[src/rtl/wm_pkg.sv]
// Shared definitions for the washing-machine cycle sequencer:
// state codes, lamp bit positions and small state-classification helpers.
package wm_pkg;

  typedef enum logic [3:0] {
    ST_IDLE  = 4'd0,
    ST_FILL  = 4'd1,
    ST_WASH  = 4'd2,
    ST_DRAIN = 4'd3,
    ST_RINSE = 4'd4,
    ST_SPIN  = 4'd5,
    ST_DONE  = 4'd6
  } state_e;

  localparam int unsigned LAMP_W     = 8;
  localparam int unsigned LAMP_PAUSE = 7;

  // Lamp bit index equals the state code; the top bit mirrors the pause flag.
  function automatic logic [LAMP_W-1:0] lamp_of(input state_e st, input logic paused);
    logic [LAMP_W-1:0] l;
    l             = LAMP_W'(1) << st;
    l[LAMP_PAUSE] = paused;
    return l;
  endfunction

  function automatic logic is_run(input state_e st);
    return st inside {ST_FILL, ST_WASH, ST_DRAIN, ST_RINSE, ST_SPIN};
  endfunction

endpackage

[src/rtl/tick_gen.sv]
// One-second prescaler: emits a one-cycle tick after every TICK_DIV enabled
// cycles; holds its count while disabled and restarts from zero on clr.
module tick_gen #(
  parameter int unsigned TICK_DIV = 100000000
) (
  input  logic clk,
  input  logic rst,
  input  logic en,
  input  logic clr,
  output logic tick
);

  localparam int unsigned CW = (TICK_DIV > 1) ? $clog2(TICK_DIV) : 1;
  localparam logic [CW-1:0] LAST = CW'(TICK_DIV - 1);

  logic [CW-1:0] cnt_q, cnt_d;

  always_comb begin
    cnt_d = cnt_q;
    tick  = 1'b0;
    if (clr) begin
      cnt_d = '0;
    end else if (en) begin
      if (cnt_q == LAST) begin
        cnt_d = '0;
        tick  = 1'b1;
      end else begin
        cnt_d = cnt_q + 1'b1;
      end
    end
  end

  always_ff @(posedge clk or posedge rst) begin
    if (rst) cnt_q <= '0;
    else     cnt_q <= cnt_d;
  end

endmodule

[src/rtl/cycle_sequencer.sv]
// Washing-machine program sequencer: FILL/WASH/DRAIN/RINSE/SPIN phases timed
// by a one-second tick, with pause, cancel-with-drain and elapsed billing time.
module cycle_sequencer
  import wm_pkg::*;
#(
  parameter int unsigned N_PROG   = 4,
  parameter int unsigned TICK_DIV = 100000000,
  parameter int unsigned CNT_W    = 10,
  parameter int unsigned LVL_W    = 8
) (
  input  logic                      clk,
  input  logic                      rst,
  input  logic                      start_p,
  input  logic                      pause_p,
  input  logic                      cancel_p,
  input  logic [$clog2(N_PROG)-1:0] prog_sel,
  input  logic [CNT_W-1:0]          wash_t,
  input  logic [CNT_W-1:0]          rinse_t,
  input  logic [CNT_W-1:0]          spin_t,
  input  logic [2:0]                rinse_n,
  output logic [3:0]                phase,
  output logic [7:0]                st_light,
  output logic [CNT_W-1:0]          remain,
  output logic [2:0]                rinse_left,
  output logic [LVL_W-1:0]          wt_light,
  output logic                      busy,
  output logic                      paused,
  output logic                      done,
  output logic [CNT_W+3:0]          elapsed,
  output logic [$clog2(N_PROG)-1:0] prog_q
);

  localparam int unsigned PW = $clog2(N_PROG);
  localparam int unsigned EW = CNT_W + 4;

  state_e            state_q, state_d;
  logic              paused_q, paused_d;
  logic              busy_q, busy_d;
  logic              done_q, done_d;
  logic [7:0]        st_light_q, st_light_d;
  logic [CNT_W-1:0]  remain_q, remain_d;
  logic [2:0]        rinse_left_q, rinse_left_d;
  logic [LVL_W-1:0]  wt_q, wt_d;
  logic [EW-1:0]     elapsed_q, elapsed_d;
  logic [PW-1:0]     prog_q_q, prog_q_d;
  logic [CNT_W-1:0]  wash_t_q, wash_t_d;
  logic [CNT_W-1:0]  rinse_t_q, rinse_t_d;
  logic [CNT_W-1:0]  spin_t_q, spin_t_d;
  logic              washed_q, washed_d;
  logic              abort_q, abort_d;

  logic tick, tick_en, tick_clr, adv;

  // Prescaler is held on cycles carrying pause/cancel so those events
  // pre-empt a coincident tick without losing the second.
  assign tick_en = is_run(state_q) && !paused_q && !pause_p && !cancel_p;

  tick_gen #(.TICK_DIV(TICK_DIV)) u_tick (
    .clk  (clk),
    .rst  (rst),
    .en   (tick_en),
    .clr  (tick_clr),
    .tick (tick)
  );

  always_comb begin
    state_d      = state_q;
    paused_d     = paused_q;
    remain_d     = remain_q;
    rinse_left_d = rinse_left_q;
    wt_d         = wt_q;
    elapsed_d    = elapsed_q;
    prog_q_d     = prog_q_q;
    wash_t_d     = wash_t_q;
    rinse_t_d    = rinse_t_q;
    spin_t_d     = spin_t_q;
    washed_d     = washed_q;
    abort_d      = abort_q;
    tick_clr     = 1'b0;
    adv          = 1'b0;

    case (state_q)
      ST_IDLE: begin
        if (start_p) begin
          prog_q_d     = prog_sel;
          wash_t_d     = wash_t;
          rinse_t_d    = rinse_t;
          spin_t_d     = spin_t;
          rinse_left_d = rinse_n;
          elapsed_d    = '0;
          remain_d     = '0;
          wt_d         = '0;
          washed_d     = 1'b0;
          abort_d      = 1'b0;
          paused_d     = 1'b0;
          tick_clr     = 1'b1;
          state_d      = ST_FILL;
        end
      end
      ST_DONE: begin
        if (start_p) state_d = ST_IDLE;
      end
      default: begin
        if (cancel_p) begin
          paused_d = 1'b0;
          remain_d = '0;
          if (wt_q != '0) begin
            state_d      = ST_DRAIN;
            rinse_left_d = '0;
            abort_d      = 1'b1;
          end else begin
            state_d = ST_IDLE;
          end
        end else if (pause_p) begin
          paused_d = ~paused_q;
        end else if (!paused_q) begin
          if (tick && !(&elapsed_q)) elapsed_d = elapsed_q + 1'b1;
          case (state_q)
            ST_FILL: begin
              if (tick) begin
                wt_d = {wt_q[LVL_W-2:0], 1'b1};
                adv  = &wt_d;
              end
            end
            ST_DRAIN: begin
              if (wt_q == '0) begin
                adv = 1'b1;
              end else if (tick) begin
                wt_d = wt_q >> 1;
                adv  = (wt_d == '0);
              end
            end
            default: begin
              if (remain_q == '0) begin
                adv = 1'b1;
              end else if (tick) begin
                remain_d = remain_q - 1'b1;
                adv      = (remain_q == CNT_W'(1));
              end
            end
          endcase
        end
      end
    endcase

    if (adv) begin
      case (state_q)
        ST_FILL: begin
          if (washed_q) begin
            state_d  = ST_RINSE;
            remain_d = rinse_t_q;
            if (rinse_left_q != '0) rinse_left_d = rinse_left_q - 1'b1;
          end else begin
            state_d  = ST_WASH;
            remain_d = wash_t_q;
          end
        end
        ST_WASH: begin
          state_d  = ST_DRAIN;
          washed_d = 1'b1;
        end
        ST_RINSE: state_d = ST_DRAIN;
        ST_DRAIN: begin
          if (abort_q) begin
            state_d = ST_IDLE;
          end else if (rinse_left_q != '0) begin
            state_d = ST_FILL;
          end else begin
            state_d  = ST_SPIN;
            remain_d = spin_t_q;
          end
        end
        ST_SPIN: state_d = ST_DONE;
        default: ;
      endcase
    end

    busy_d     = is_run(state_d);
    st_light_d = lamp_of(state_d, paused_d);
    done_d     = (state_d == ST_DONE) && (state_q != ST_DONE);
  end

  always_ff @(posedge clk or posedge rst) begin
    if (rst) begin
      state_q      <= ST_IDLE;
      paused_q     <= 1'b0;
      busy_q       <= 1'b0;
      done_q       <= 1'b0;
      st_light_q   <= lamp_of(ST_IDLE, 1'b0);
      remain_q     <= '0;
      rinse_left_q <= '0;
      wt_q         <= '0;
      elapsed_q    <= '0;
      prog_q_q     <= '0;
      wash_t_q     <= '0;
      rinse_t_q    <= '0;
      spin_t_q     <= '0;
      washed_q     <= 1'b0;
      abort_q      <= 1'b0;
    end else begin
      state_q      <= state_d;
      paused_q     <= paused_d;
      busy_q       <= busy_d;
      done_q       <= done_d;
      st_light_q   <= st_light_d;
      remain_q     <= remain_d;
      rinse_left_q <= rinse_left_d;
      wt_q         <= wt_d;
      elapsed_q    <= elapsed_d;
      prog_q_q     <= prog_q_d;
      wash_t_q     <= wash_t_d;
      rinse_t_q    <= rinse_t_d;
      spin_t_q     <= spin_t_d;
      washed_q     <= washed_d;
      abort_q      <= abort_d;
    end
  end

  assign phase      = state_q;
  assign st_light   = st_light_q;
  assign remain     = remain_q;
  assign rinse_left = rinse_left_q;
  assign wt_light   = wt_q;
  assign busy       = busy_q;
  assign paused     = paused_q;
  assign done       = done_q;
  assign elapsed    = elapsed_q;
  assign prog_q     = prog_q_q;

endmodule
[config.mk]
export PLATFORM = sky130hd
export DESIGN_NAME = cycle_sequencer
export DESIGN_NICKNAME = d
export VERILOG_FILES = /design/src/rtl/wm_pkg.sv /design/src/rtl/tick_gen.sv /design/src/rtl/cycle_sequencer.sv
export SDC_FILE = /design/constraint.sdc
export NUM_CORES = 1
export LEC_CHECK = 0
export CORE_MARGIN = 2
export CORE_UTILIZATION = 40
export DETAILED_ROUTE_END_ITERATION = 7
export SLEW_MARGIN = 30
export SYNTH_ARGS = -nofsm -noshare
export SYNTH_HDL_FRONTEND = slang
export SYNTH_HIERARCHICAL = 1
export SYNTH_SLANG_ARGS = --single-unit
export TNS_END_PERCENT = 5
[constraint.sdc]
create_clock -name clk -period 10.1 [get_ports clk]
set_input_delay 2.02 -clock clk [delete_from_list [all_inputs] [get_ports clk]]
set_output_delay 2.02 -clock clk [all_outputs]
set_load 0.05 [all_outputs]
Fig. 1: the clock network
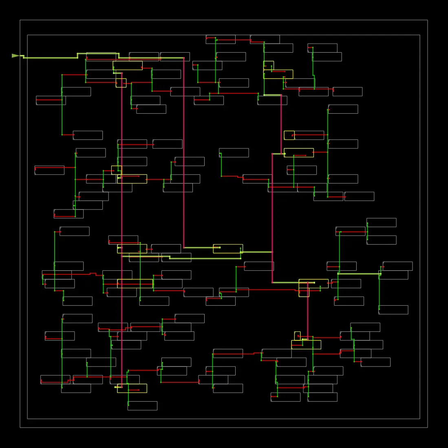
clk_buf instances: 9
FFs & Latches: 110
# clock sinks: 110

Fig. 2: clock wires, drivers and flops
(4 px per um)
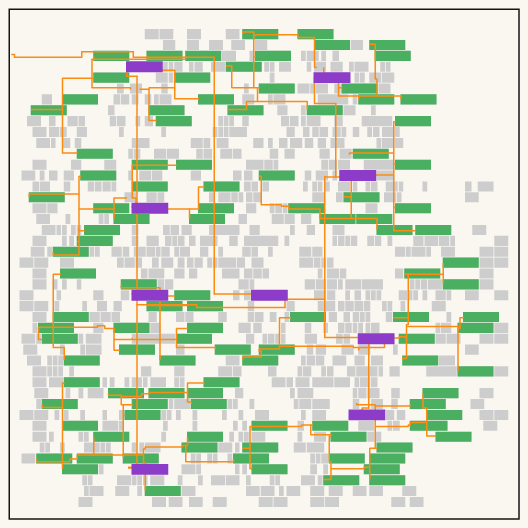
[cells driving clock nets] purple | count: 9
[flip-flops] green | count: 110
[clock wires] orange | length: 1390 um
routed clock nets	10

==> impl_metrics.tcl <==
# flow metrics
set metrics [dict create \
    outcome "finished clean" \
    clkLatencyLatePin_ps 360 \
    fmax_mhz 175 \
    mostFrequentLayoutCells "nand2_1 (144), dfrtp_1 (109), clkdlybuf4s50_1 (91)" \
    place_area_um2 7040 \
    pwr-share-seq_pct 35.4 \
    warnings 29 \
    yosys-top-cells-area "dfrtp_1 (45%), nand2_1 (9.0%), nor2_1 (3.5%)" \
    p_sw_uw 857 \
    drv_slew 0 \
    grtUsageTotal_pct 19.9 \
    required_ps 10320 \
    fin_skew_ps 6.30 \
    fp.coreArea_um2 14600 \
    synth.distinct_cells 77 \
    max_cap_viol_count 0 \
    placed_cells 912 \
    lay_top_count "nand2_1" \
    yosys_cells 667 \
    final_core_util_pct 50.1 \
    endpoint_kind "register" \
    fin_area_um2 7340 \
    yosysWarnings 6 \
    grt_use_met3_pct 2.60 \
    ff2ff_path_depth 9 \
    pre_cts_ws_ps 4130 \
    grt_overflow 0 \
    area_growth_syn_to_layout_pct 21.2 \
    io_pins 92 \
    row_count 44 \
    p_total_uw 1910 \
    final.setup.worst_slack_ps 4370 \
]
## worst max-delay path: stages
cell and delay, ps:
clkdlybuf4s50_1 590, nor3_1 480, o311a_1 610, nand2_1 100, nor2_1 370, nand4b_1 150, o31ai_1 320, a31oi_2 170
or3_1 550, a21oi_2 410, o22ai_1 180
## logic make-up after synthesis
logic type / share of synthesized area [%]
compound gates: 13.0
xor+xnor: 4.19
fa+ha+maj: 1.45
buf+inv: 4.52
flops: 45.5
mux: 3.51
simple gates: 27.9
## cell type report
cell class / instances / area [um2]
Clock buffer: 9 / 225
Fill cell: 1404 / 7300
Clock inverter: 7 / 78.8
Timing Repair Buffer: 93 / 930
Multi-Input combinational cell: 506 / 3050
Inverter: 19 / 77.6
Tap cell: 184 / 230
Sequential cell: 110 / 2750
Power is estimated from default activity; no workload was simulated.
